$ cat src/rtl/mb_crc3_tx_ctrl.sv
// rtl/mb_crc3_tx_ctrl.sv - Frame sequencer that feeds a serial CRC-3 (x^3+x+1) generator
module mb_crc3_tx_ctrl #(
    parameter int DATA_W = 8,
    parameter int GAP    = 1
) (
    input  logic              GCLK,
    input  logic              CLEAR_bar,
    input  logic [DATA_W-1:0] Data_In,
    input  logic              Load,
    output logic              Ready,
    output logic              Gen_Serial_In,
    output logic              Select,
    output logic              Gen_Clear_bar,
    output logic              Frame_Sync,
    output logic              Done,
    output logic              Busy
);
    // Counter must hold the largest reload value: DATA_W-1, GAP-1 or 2.
    localparam int MAX_DG  = (DATA_W > GAP) ? DATA_W : GAP;
    localparam int MAX_ALL = (MAX_DG > 3) ? MAX_DG : 3;
    localparam int CNT_W   = $clog2(MAX_ALL);

    localparam logic [CNT_W-1:0] DATA_LOAD = CNT_W'(DATA_W - 1);
    localparam logic [CNT_W-1:0] CRC_LOAD  = CNT_W'(2);
    localparam logic [CNT_W-1:0] GAP_LOAD  = (GAP > 0) ? CNT_W'(GAP - 1) : '0;
    localparam bit               HAS_GAP   = (GAP > 0);

    typedef enum logic [1:0] {
        S_IDLE = 2'd0,
        S_DATA = 2'd1,
        S_CRC  = 2'd2,
        S_GAP  = 2'd3
    } state_t;

    state_t            state_q, state_d;
    logic [CNT_W-1:0]  cnt_q, cnt_d;
    logic [DATA_W-1:0] shreg_q, shreg_d;
    logic              frame_sync_d;

    // Next-state, counter and shift-register logic; outputs are derived from
    // the next state so they can be registered and still line up with it.
    always_comb begin
        state_d      = state_q;
        cnt_d        = cnt_q;
        shreg_d      = shreg_q;
        frame_sync_d = 1'b0;
        case (state_q)
            S_IDLE: begin
                if (Load) begin
                    state_d      = S_DATA;
                    cnt_d        = DATA_LOAD;
                    shreg_d      = Data_In;
                    frame_sync_d = 1'b1;
                end
            end
            S_DATA: begin
                shreg_d = {shreg_q[DATA_W-2:0], 1'b0};
                if (cnt_q == '0) begin
                    state_d = S_CRC;
                    cnt_d   = CRC_LOAD;
                end else begin
                    cnt_d = cnt_q - CNT_W'(1);
                end
            end
            S_CRC: begin
                if (cnt_q == '0) begin
                    if (HAS_GAP) begin
                        state_d = S_GAP;
                        cnt_d   = GAP_LOAD;
                    end else begin
                        state_d = S_IDLE;
                        cnt_d   = '0;
                    end
                end else begin
                    cnt_d = cnt_q - CNT_W'(1);
                end
            end
            S_GAP: begin
                if (cnt_q == '0) begin
                    state_d = S_IDLE;
                    cnt_d   = '0;
                end else begin
                    cnt_d = cnt_q - CNT_W'(1);
                end
            end
            default: begin
                state_d = S_IDLE;
                cnt_d   = '0;
            end
        endcase
    end

    // State and registered outputs; generator clear is glitch-free because it is a flop.
    always_ff @(posedge GCLK) begin
        if (!CLEAR_bar) begin
            state_q       <= S_IDLE;
            cnt_q         <= '0;
            shreg_q       <= '0;
            Ready         <= 1'b1;
            Select        <= 1'b0;
            Gen_Serial_In <= 1'b0;
            Gen_Clear_bar <= 1'b0;
            Frame_Sync    <= 1'b0;
            Done          <= 1'b0;
            Busy          <= 1'b0;
        end else begin
            state_q       <= state_d;
            cnt_q         <= cnt_d;
            shreg_q       <= shreg_d;
            Ready         <= (state_d == S_IDLE);
            Select        <= (state_d == S_DATA);
            Gen_Serial_In <= (state_d == S_DATA) && shreg_d[DATA_W-1];
            Gen_Clear_bar <= (state_d == S_DATA) || (state_d == S_CRC);
            Frame_Sync    <= frame_sync_d;
            Done          <= (state_d == S_CRC) && (cnt_d == '0);
            Busy          <= (state_d != S_IDLE);
        end
    end
endmodule

$ cat config.mk
export PLATFORM = sky130hd
export DESIGN_NAME = mb_crc3_tx_ctrl
export DESIGN_NICKNAME = d
export VERILOG_FILES = /design/src/rtl/mb_crc3_tx_ctrl.sv
export SDC_FILE = /design/constraint.sdc
export NUM_CORES = 1
export LEC_CHECK = 0
export ABC_CLOCK_PERIOD_IN_PS = 4700
export CORE_AREA = 2 2 46 48
export DETAILED_ROUTE_END_ITERATION = 10
export DIE_AREA = 0 0 48 50
export DONT_BUFFER_PORTS = 1
export PLACE_DENSITY = 0.71
export SYNTH_ARGS = -nofsm -noshare
export SYNTH_HDL_FRONTEND = slang
export SYNTH_SLANG_ARGS = --single-unit
$ cat constraint.sdc
create_clock -name GCLK -period 4.7 [get_ports GCLK]
set_input_delay 1.175 -clock GCLK [delete_from_list [all_inputs] [get_ports GCLK]]
set_output_delay 1.175 -clock GCLK [all_outputs]
set_load 0.05 [all_outputs]
Run 1, cell area per tile:
The bar under the picture is 10 um long. The die is cut into 10 by 10 equal tiles; white is low, dark blue is high, 0 to 100% covered.
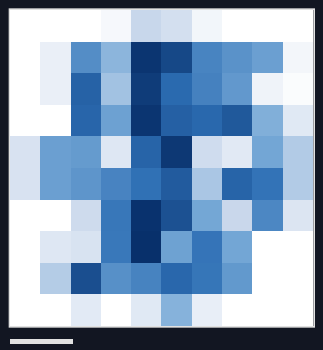
- fullest tile: 100%
- tiles over 75% full: 19%
- nearly empty tiles: 24%
- mean over tiles: 39%
- densest ninth of the die: middle
CORE AREA: 1902 um2
Starting Density: 47.50%
final design utilization: 50.66%

Run 1, supply network:
The bar under the picture is 10 um long. Pins as bars on the die edge. Tap cells in gray.
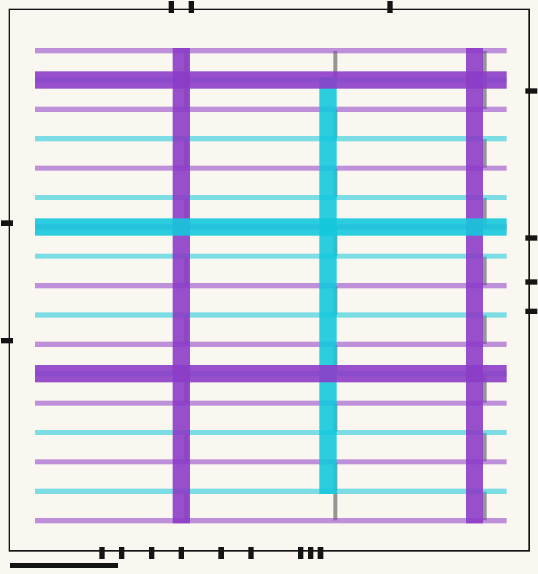
- VDD: cyan
- VSS: purple
- signal pins: 18
- met1 rails: 17
- met5 straps: 3
die width: 48 um
peak ir drop on the vdd network: 0.2170 mV

Run 1, I/O nets highlighted:
The bar under the picture is 10 um long.
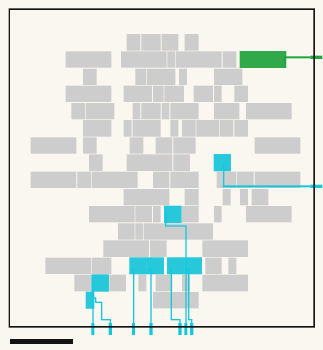
- `Data_In`: cyan (direction input; end cells 8; buffers 0; wire 89.6 um)
- `Done`: green (direction output; end cells 1; buffers 0; wire 5.10 um)
port bufs: 0
count of pins on the block boundary: 18

==> results_tabular.tex, run 1 <==
% Table of physical implementation metrics
\begin{tabular}{lr}
\hline
Metric & Value \\
\hline
\multicolumn{2}{l}{\textbf{Clocking}} \\
\quad Depth of the CTS H-tree & 1 \\
\quad Clock tree from TritonCTS & done \\
\quad Clock Sinks & 20 \\
\quad Number of buffers inserted during clock tree synthesis & 3 \\
\quad Clock-pin slew on the worst setup and hold paths & approximately 0.12 ns \\
\quad Post-CTS Setup Repair Bufs & 0 \\
\quad Skew-Pair Late Insertion Delay & a little over 0.3 ns \\
\quad CTS Root Buffer Type & clkbuf\_4 \\
\multicolumn{2}{l}{\textbf{Setup path}} \\
\quad Startpoint kind of the worst setup timing path & register \\
\quad Arrival @ worst endpoint & between 0.9 and 1 ns \\
\quad Required arrival time at the worst endpoint & around 3.5 ns \\
\quad Worst r2r src & cnt\_q[1] \\
\quad Highest net fanout along the worst path & 1 \\
\quad Reg2reg end & Gen\_Serial\_In \\
\multicolumn{2}{l}{\textbf{Layout}} \\
\quad Antenna diode instance count & 0 \\
\quad Share of cells above drive strength 1 & 13.19\% \\
\quad \# nets final & 109 \\
\quad Layout area overhead & 6.648\% \\
\quad Top logic cells by instance count in the layout & dfxtp\_1 (20), nand2\_1 (11), a21boi\_0 (9) \\
\quad Most common logic cell in the routed design & dfxtp\_1 \\
\multicolumn{2}{l}{\textbf{Power and ir drop}} \\
\quad Heaviest power group & registers \\
\quad Comb power frac & 17.5\% \\
\quad Switching power & between 0.1 and 0.15 mW \\
\quad Cell internal pwr & between 0.3 and 0.4 mW \\
\quad Power density over the cells & 480.8 nW/um2 \\
\multicolumn{2}{l}{\textbf{Global route}} \\
\quad Wire length of the first global-routing pass & 2.601 mm \\
\quad Global routing usage on met2 & between 20 and 25\% \\
\quad Layer carrying the most global-route usage & met2 \\
\quad Pin count of the biggest net entering global routing & 20 \\
\quad Vias in the first global route & about 590 \\
\multicolumn{2}{l}{\textbf{Floorplanning}} \\
\quad Number of cell rows & 16 \\
\quad Area of the die & between 2000 and 2500 um2 \\
\multicolumn{2}{l}{\textbf{Timing}} \\
\quad Setup Viol. Count Final & 0 \\
\quad Number of hold violations in the final report & 0 \\
\quad Worst rel slew slack & around two thirds \\
\quad Max Freq & approximately 0.47 GHz \\
\quad Clock skew after layout & 0.01063 ns \\
\multicolumn{2}{l}{\textbf{Synthesis}} \\
\quad AND-OR/OR-AND Cells, Area Fraction & 21.33\% \\
\quad Mux share of post-synthesis cell area & 1.108\% \\
\quad Number of synthesized register bits & 20 \\
\quad Post-synthesis sequential area ratio & around 44\% \\
\quad Synthesized-area fraction occupied by and/or/nand/nor cells & 19.39\% \\
\quad Synth area leaders & dfxtp\_1 (44\%), ha\_1 (8.3\%), a21boi\_0 (7.5\%) \\
\quad Largest family of logic cells by area & AND-OR/OR-AND gates \\
\quad Post-synth top area share & 44.32\% \\
\quad Unique cell types & 29 \\
\multicolumn{2}{l}{\textbf{Run status}} \\
\quad Status & complete, no violations \\
\multicolumn{2}{l}{\textbf{Routing}} \\
\quad Antenna Nets Post-Route & 0 \\
\quad Drt wl/cell & around 12 um \\
\quad Number of design rule violations left after detail routing & 0 \\
\quad Detailed-route wire length & around 1.5 mm \\
\quad Sum of routed wire segments on met1 & 716 um \\
\multicolumn{2}{l}{\textbf{Placed design}} \\
\quad Cell Area, Placed & approximately 910 um2 \\
\quad Final GP Congestion & 0.8226 \\
\hline
\end{tabular}
==> run 1: worst max path at each step <==
stage	to	cells after the start	startpoint	slack [ns]
finish	Ready	0	Ready	2.57
global route	Done	0	Done	2.53
CTS	Gen_Clear_bar	0	Gen_Clear_bar	2.55
detailed placement	Gen_Clear_bar	5	Load	2.60
global placement	Gen_Clear_bar	5	Load	2.62
floorplan	Gen_Clear_bar	5	Load	2.67
==> run 1: Yosys cell counts <==
cell type and number:
nor3b_2 1, nor2_1 1, o221ai_1 1, nand3b_1 1, o31a_2 1, dfxtp_1 20
a21o_2 1, or2_4 1, buf_6 2, nand2_1 11, or3b_2 1, o2111ai_1 1
a211oi_2 1, or2_2 1, nand2b_1 1, ha_1 6, o21ai_0 2, mux2i_1 1
a21boi_0 9, inv_1 4, o22ai_1 1, and3_1 1, clkbuf_1 1, and2_1 6
nor2b_1 4, xor2_1 1, or3_4 1, o21bai_1 2, a22oi_1 6
==> run 1: tightest hold or removal path, cell delays in order, from the launching register on <==
cell and delay, ns:
dfxtp_1 0.33, nand2_1 0.05, a21boi_0 0.06
==> run 1: registers in the layout, summed over array words and instances, names as in the netlist <==
signal,count
shreg_q,8
cnt_q,3
state_q,2
Busy,1
Done,1
Frame_Sync,1
Gen_Clear_bar,1
Gen_Serial_In,1
Ready,1
Select,1
==> run 1: cells by family after synthesis <==
kind of cell    after synthesis
compound gates               25
xor+xnor                      1
fa+ha+maj                     6
buf+inv                       7
flops                        20
mux                           1
simple gates                 30
==> run 1: cell type report <==
class	count	area (um2)
sequential	20	400.4
clock buffer	3	22.52
inverter	4	15.01
multi-input combinational	63	461.7
tap	27	33.78
fill	178	938.4
clock inverter	1	30.03
Run 1, sequential cells colored by netlist name:
The bar under the picture is 10 um long. Other sequential cells in the stronger gray, the rest of the logic in the fainter gray.
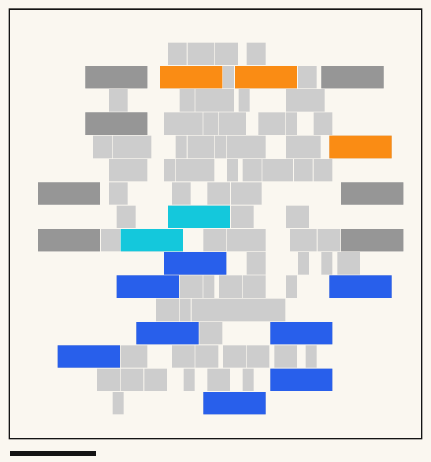

==> inputs of run 2 (changes only) <==
- ABC_CLOCK_PERIOD_IN_PS: 4700 -> 1900
- PLACE_DENSITY: 0.71 -> 0.73
- clock period: 4.7 -> 1.9 ns (I/O delays scaled with it)
Run 2, sequential cells colored by netlist name:
The bar under the picture is 10 um long. Other sequential cells in the stronger gray, the rest of the logic in the fainter gray.
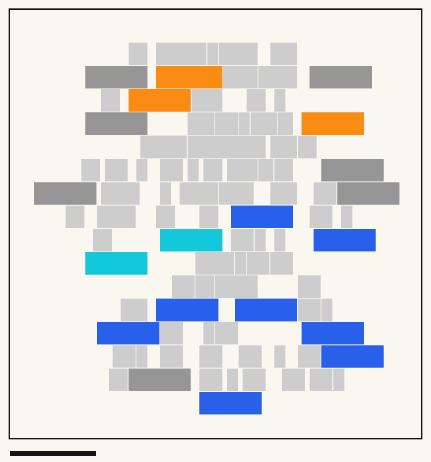
- `state_q`: cyan (sequential cells 2)
- `cnt_q`: orange (sequential cells 3)
- `shreg_q`: blue (sequential cells 8)
- not colored: 7
Sequential Area: 401.6 um2
final design utilization: 52.17%
power attributed to sequential cells: 0.599 mW
share of cell area taken by flip-flops and latches: 40.48%

Run 2, cell area per tile:
The bar under the picture is 10 um long. The die is cut into 10 by 10 equal tiles; white is low, dark blue is high, 0 to 100% covered.
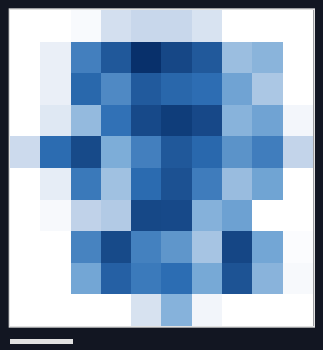
- emptiest ninth of the die: bottom left
- tiles over 75% full: 24%
- nearly empty tiles: 27%
- fullest tile: 100%

==> results_tabular.tex, run 2 <==
% Table of physical implementation metrics
\begin{tabular}{lr}
\hline
Metric & Value \\
\hline
\multicolumn{2}{l}{\textbf{Synthesis}} \\
\quad Yosys warnings & 0 \\
\quad Unique cell types & 29 (unchanged) \\
\quad Library cell with the highest instance count after synthesis & dfxtp\_1 \\
\quad Net count after synthesis & between 100 and 150 \\
\quad Number of cells in the yosys synthesis report & approximately 90 \\
\quad Post-synthesis sequential area ratio & 44.32\% (unchanged) \\
\quad Ranking of synthesized cells by instance count & dfxtp\_1 (20), nand2\_1 (11), a21boi\_0 (9) \\
\quad Yosys-reported design area after synthesis & 903.4 um2 \\
\quad Post-synth top area share & 44.32\% (unchanged) \\
\quad Ys flop type & dfxtp\_1 \\
\quad Post-synth tally of flip-flops with integrated enable & 0 (unchanged) \\
\quad Async set-reset flop share out of synthesis & 0\% (unchanged) \\
\quad Number of synthesized register bits & 20 (unchanged) \\
\quad Synth area leaders & dfxtp\_1 (44\%), ha\_1 (8.3\%), a21boi\_0 (7.5\%) \\
\multicolumn{2}{l}{\textbf{Setup path}} \\
\quad Launching element of the worst setup path & cnt\_q[0] \\
\quad Highest net fanout along the worst path & 4 (+3) \\
\quad Worst r2r src & cnt\_q[0] \\
\quad Reg2reg end & Done \\
\quad Endpoint of the worst setup timing path & Done \\
\quad Arrival @ worst endpoint & 2.00 ns (+1.04 ns) \\
\quad Number of cells traversed by the worst register-to-register path & 9 \\
\quad Critical Path Stages & 9 (+9) \\
\quad Bufs and invs on worst path & 2 \\
\quad Required arrival time at the worst endpoint & 2.14 ns (-1.38 ns) \\
\quad Startpoint kind of the worst setup timing path & register \\
\multicolumn{2}{l}{\textbf{Floorplanning}} \\
\quad CORE AREA & 1902 um2 (unchanged) \\
\quad Starting Density & 47.50\% (unchanged) \\
\quad Die width & 48 um (unchanged) \\
\quad Number of cell rows & 16 (unchanged) \\
\quad Area of the die & 2400 um2 (unchanged) \\
\quad Count of pins on the block boundary & 18 (unchanged) \\
\multicolumn{2}{l}{\textbf{Power and ir drop}} \\
\quad Tot Pwr & roughly 1.1 mW \\
\quad Switching power & 0.3728 mW (+160\%) \\
\quad Power density over the cells & 1098 nW/um2 (+130\%) \\
\quad Peak ir drop on the vdd network & 0.5754 mV (+170\%) \\
\quad Cell internal pwr & 0.7164 mW (+130\%) \\
\quad Clk power & approximately 0.25 mW \\
\quad Heaviest power group & registers \\
\quad Comb power frac & 22.1\% (+4.6 points) \\
\multicolumn{2}{l}{\textbf{Run}} \\
\quad Tally of max-capacitance violations & 0 \\
\multicolumn{2}{l}{\textbf{Clocking}} \\
\quad Clock Sinks & 20 (unchanged) \\
\quad Clock tree from TritonCTS & done \\
\quad Clock-pin slew on the worst setup and hold paths & 0.12 ns (about the same) \\
\quad Number of buffers on the longest clock path & 2 \\
\quad CTS Root Buffer Type & clkbuf\_4 \\
\quad Depth of the CTS H-tree & 1 (unchanged) \\
\quad Skew-Pair Late Insertion Delay & 0.31 ns (about the same) \\
\quad Number of buffers inserted during clock tree synthesis & 3 (unchanged) \\
\multicolumn{2}{l}{\textbf{Routing}} \\
\quad Drt wl/cell & 12.72 um (+2.8\%) \\
\quad Vias after detailed routing & around 630 \\
\quad Detailed-route wire length & 1.526 mm (+4.6\%) \\
\quad Antenna Nets Post-Route & 0 (unchanged) \\
\quad Number of design rule violations left after detail routing & 0 (unchanged) \\
\multicolumn{2}{l}{\textbf{Placed design}} \\
\quad HPWL Detailed & 1.013 mm \\
\quad Cell Area, Placed & 918.4 um2 (+0.82\%) \\
\quad Placement-stage worst setup slack & around 0.052 ns \\
\quad Final GP Congestion & 0.7150 (-13\%) \\
\quad Port bufs & 0 (unchanged) \\
\multicolumn{2}{l}{\textbf{Timing}} \\
\quad Clock skew after layout & 0.01187 ns (+0.001236 ns) \\
\quad Setup Viol. Count Final & 0 (unchanged) \\
\quad Final worst path period share & just over 90\% \\
\quad Number of hold violations in the final report & 0 (unchanged) \\
\quad Max Freq & around 0.57 GHz \\
\quad Worst rel slew slack & 63.36\% (-2.2 points) \\
\multicolumn{2}{l}{\textbf{Layout}} \\
\quad Register with the most flip-flops & shreg\_q \\
\quad Top logic cells by instance count in the layout & dfxtp\_1 (19), nand2\_1 (11), a21boi\_0 (9) \\
\quad Most common logic cell in the routed design & dfxtp\_1 \\
\quad Number of flip-flops under the largest register name & 8 (unchanged) \\
\quad \# nets final & 111 (+1.8\%) \\
\quad Layout area overhead & 9.834\% \\
\quad Antenna diode instance count & 0 (unchanged) \\
\quad Share of cells above drive strength 1 & 22.58\% (+9.4 points) \\
\quad Biggest registers after layout & shreg\_q (8), cnt\_q (3), state\_q (2) \\
\multicolumn{2}{l}{\textbf{Global route}} \\
\quad Leftover overflow at the end of global routing & 0 \\
\quad Vias in the first global route & 622 (+5.1\%) \\
\quad Pin count of the biggest net entering global routing & 20 (unchanged) \\
\quad Wire length of the first global-routing pass & 2.573 mm (-1.1\%) \\
\quad Initial antenna violation count & 0 \\
\multicolumn{2}{l}{\textbf{Run status}} \\
\quad Status & complete, no violations \\
\hline
\end{tabular}
Run 2, cell placement:
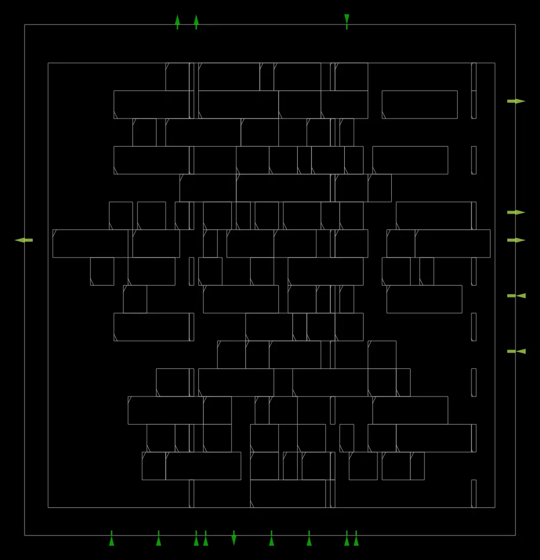
fill count: 184
count of inserted tapcells: 27

==> run 2: cell count changes in the layout (fill, tap and decap cells not counted), sizes merged <==
cell / change
clkbuf: +1
buf: +2
bufinv: -1
==> run 2: what timing repair did <==
item	4_1_cts	5_1_grt
buffers inserted	0	1
endpoints found under the setup margin	0	4
resized	0	9
==> run 2: worst register-to-register path: cells and delay by family, from the launching register on <==
kind,cells,cell delay [ns]
AND/OR/NAND/NOR,2,0.35
XOR/XNOR,1,0.20
AND-OR/OR-AND,2,0.33
flip-flops,1,0.36
buffers and inverters,2,0.16
adder cells (fa/ha/maj),2,0.30
==> run 2: cell type report <==
class / count / area, um2
Clock buffer: 4 / 36.28
Fill cell: 184 / 909.6
Tap cell: 27 / 33.78
Timing Repair Buffer: 2 / 15.01
Inverter: 4 / 15.01
Sequential cell: 20 / 401.6
Multi-Input combinational cell: 63 / 490.5
==> run 2: cell families after synthesis <==
kind of cell             after synthesis  synth area share (%)
buffers and inverters                  7                 4.570
AND/OR/NAND/NOR                       30                 19.39
adder cells (fa/ha/maj)                6                 8.310
XOR/XNOR                               1                0.9697
AND-OR/OR-AND                         25                 21.33
multiplexers                           1                 1.108
flip-flops                            20                 44.32
==> run 2: worst min path at each step <==
stage                 endpoint  slack, ns  depth (start not counted)
floorplan           shreg_q[6]       0.44                          2
global placement    shreg_q[3]       0.45                          2
detailed placement  shreg_q[6]       0.46                          2
CTS                      Ready       0.24                          1
global route             Ready       0.24                          1
finish                   Ready       0.23                          1
==> run 2: routing by layer <==
layer  vias to the layer above  track usage (%)  wire [um]
met2                        11            23.11        746
met5                         -                0          0
met3                         3            4.029         63
met1                       301            17.71        693
met4                         0            6.757         23
li1                        316                -          -
==> inputs of run 3 (changes only) <==
- CAP_MARGIN: not set -> 15
Run 3, cell placement:
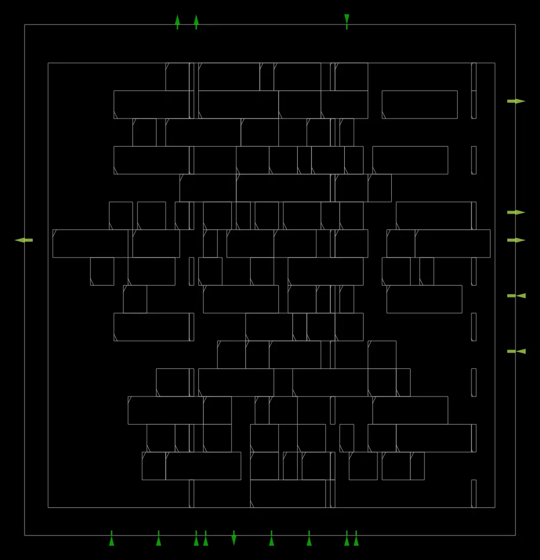
number of cell rows: 16
number of standard cells in the layout, taps in and fillers out: 120

Run 3, cell area per tile:
The bar under the picture is 10 um long. The die is cut into 10 by 10 equal tiles; white is low, dark blue is high, 0 to 100% covered.
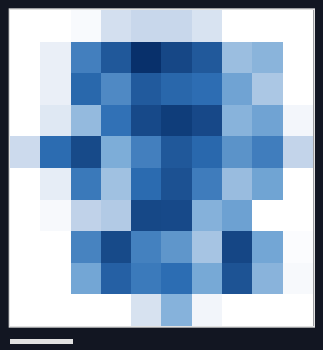
- densest ninth of the die: middle
- nearly empty tiles: 27%
- tiles over 75% full: 24%
- mean over tiles: 40%
- fullest tile: 100%
- emptiest ninth of the die: bottom left

==> results_tabular.tex, run 3 <==
% Table of physical implementation metrics
\begin{tabular}{lr}
\hline
Metric & Value \\
\hline
\multicolumn{2}{l}{\textbf{Layout}} \\
\quad Top logic cells by instance count in the layout & dfxtp\_1 (19), nand2\_1 (11), a21boi\_0 (9) \\
\quad Layout area overhead & 9.834\% (unchanged) \\
\quad Register with the most flip-flops & shreg\_q \\
\quad Share of cells above drive strength 1 & 22.58\% (unchanged) \\
\quad Biggest registers after layout & shreg\_q (8), cnt\_q (3), state\_q (2) \\
\quad Antenna diode instance count & 0 (unchanged) \\
\quad Number of flip-flops under the largest register name & 8 (unchanged) \\
\multicolumn{2}{l}{\textbf{Synthesis}} \\
\quad Ranking of synthesized cells by instance count & dfxtp\_1 (20), nand2\_1 (11), a21boi\_0 (9) \\
\quad Async set-reset flop share out of synthesis & 0\% (unchanged) \\
\quad Library cell with the highest instance count after synthesis & dfxtp\_1 \\
\quad Number of cells in the yosys synthesis report & 90 (unchanged) \\
\quad Post-synth top area share & 44.32\% (unchanged) \\
\quad Yosys warnings & 0 (unchanged) \\
\multicolumn{2}{l}{\textbf{Clocking}} \\
\quad Number of buffers inserted during clock tree synthesis & 3 (unchanged) \\
\quad Clock tree from TritonCTS & done \\
\quad Number of buffers on the longest clock path & 2 (unchanged) \\
\quad Number of cells upsized or downsized after cts & 0 (unchanged) \\
\multicolumn{2}{l}{\textbf{Global route}} \\
\quad Leftover overflow at the end of global routing & 0 (unchanged) \\
\quad Pin count of the biggest net entering global routing & 20 (unchanged) \\
\quad Wire length of the first global-routing pass & 2.573 mm (unchanged) \\
\quad Initial antenna violation count & 0 (unchanged) \\
\multicolumn{2}{l}{\textbf{Power and ir drop}} \\
\quad Comb power frac & 22.1\% (about the same) \\
\quad Clk power & 0.249 mW (about the same) \\
\quad Switching power & 0.3728 mW (unchanged) \\
\multicolumn{2}{l}{\textbf{Timing}} \\
\quad Final worst path period share & 92.63\% (unchanged) \\
\quad Max Freq & 0.5682 GHz (unchanged) \\
\quad Setup Viol. Count Final & 0 (unchanged) \\
\quad Number of hold violations in the final report & 0 (unchanged) \\
\multicolumn{2}{l}{\textbf{Hold path}} \\
\quad Worst hold path endpoint & Ready \\
\quad Depth of the worst hold-timing path & 1 (unchanged) \\
\multicolumn{2}{l}{\textbf{Setup path}} \\
\quad Critical Path Stages & 9 (unchanged) \\
\quad Reg2reg end & Done \\
\quad Highest net fanout along the worst path & 4 (unchanged) \\
\quad Required arrival time at the worst endpoint & 2.14 ns (about the same) \\
\multicolumn{2}{l}{\textbf{Run status}} \\
\quad Status & complete, no violations \\
\multicolumn{2}{l}{\textbf{Placed design}} \\
\quad Placement-stage worst setup slack & 0.05243 ns (unchanged) \\
\quad Final GP Congestion & 0.7150 (unchanged) \\
\multicolumn{2}{l}{\textbf{Routing}} \\
\quad Vias after detailed routing & 631 (unchanged) \\
\quad Number of design rule violations left after detail routing & 0 (unchanged) \\
\multicolumn{2}{l}{\textbf{Floorplanning}} \\
\quad Area of the die & 2400 um2 (unchanged) \\
\hline
\end{tabular}
Run 3, supply network:
The bar under the picture is 10 um long. Pins as bars on the die edge. Tap cells in gray.
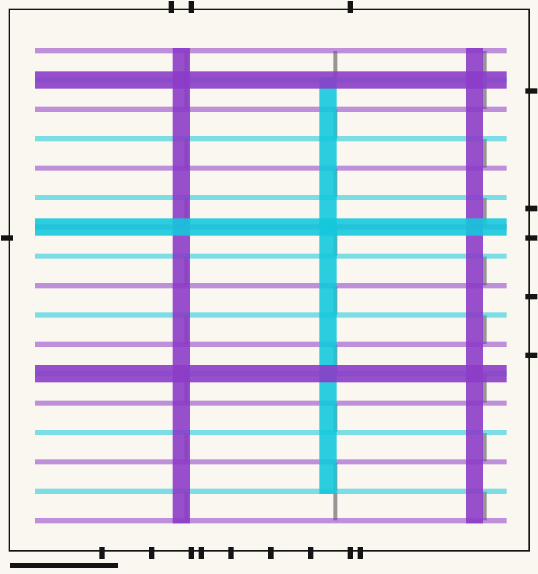
- VSS: purple
- VDD: cyan
- rows: 16
- met1 rails: 17
- met5 straps: 3
- signal pins: 18
Chip Height: 50 um
peak ir drop on the vdd network: 0.5754 mV

run 3: per-layer routing:
layer / share of wire, % / GRT usage [%]
met3: 4.1 / 4.029
met2: 49 / 23.11
met4: 1.5 / 6.757
met5: 0 / 0
met1: 45 / 17.71
run 3: cells by family after synthesis:
family	share of synthesized area (%)
flops	44.32
mux	1.108
fa+ha+maj	8.310
buf+inv	4.570
simple gates	19.39
compound gates	21.33
xor+xnor	0.9697
run 3: worst reg2reg max path, delay by kind of cell, from the launching register on:
family | cells | cell delay (ns)
compound gates | 2 | 0.33
xor+xnor | 1 | 0.20
fa+ha+maj | 2 | 0.30
buf+inv | 2 | 0.16
flops | 1 | 0.36
simple gates | 2 | 0.35
run 3: area by class of cell:
| cell class | count | area [um2] |
|---|---|---|
| sequential | 20 | 401.6 |
| timing repair buffer | 2 | 15.01 |
| fill | 184 | 909.6 |
| multi-input combinational | 63 | 490.5 |
| clock buffer | 4 | 36.28 |
| inverter | 4 | 15.01 |
| tap | 27 | 33.78 |
run 3: metrics by stage:
stage | cell area [um2] | power [mW] | util (%) | instances
floorplan | 903.4 | 0.7779 | - | 90
global placement | 918.4 | 0.8067 | 48.29 | 115
detailed placement | 918.4 | 0.8132 | 48.29 | 115
CTS | 954.7 | 1.060 | 50.20 | 119
global route | 992.2 | 1.150 | 52.17 | 120
finish | 992.2 | 1.089 | 52.17 | 120
run 3: how the worst max path moves through the flow:
| stage | from | to | slack (ns) |
|---|---|---|---|
| finish | cnt_q[0] | Done | 0.14 |
| detailed placement | cnt_q[0] | Gen_Clear_bar | 0.05 |
| global placement | cnt_q[1] | Gen_Serial_In | 0.11 |
| floorplan | cnt_q[1] | Gen_Clear_bar | 0.18 |
| global route | cnt_q[0] | Done | 0.03 |
| CTS | cnt_q[0] | Gen_Clear_bar | 0.03 |
Power figures rest on the tool's default switching activity, not on a simulated workload.
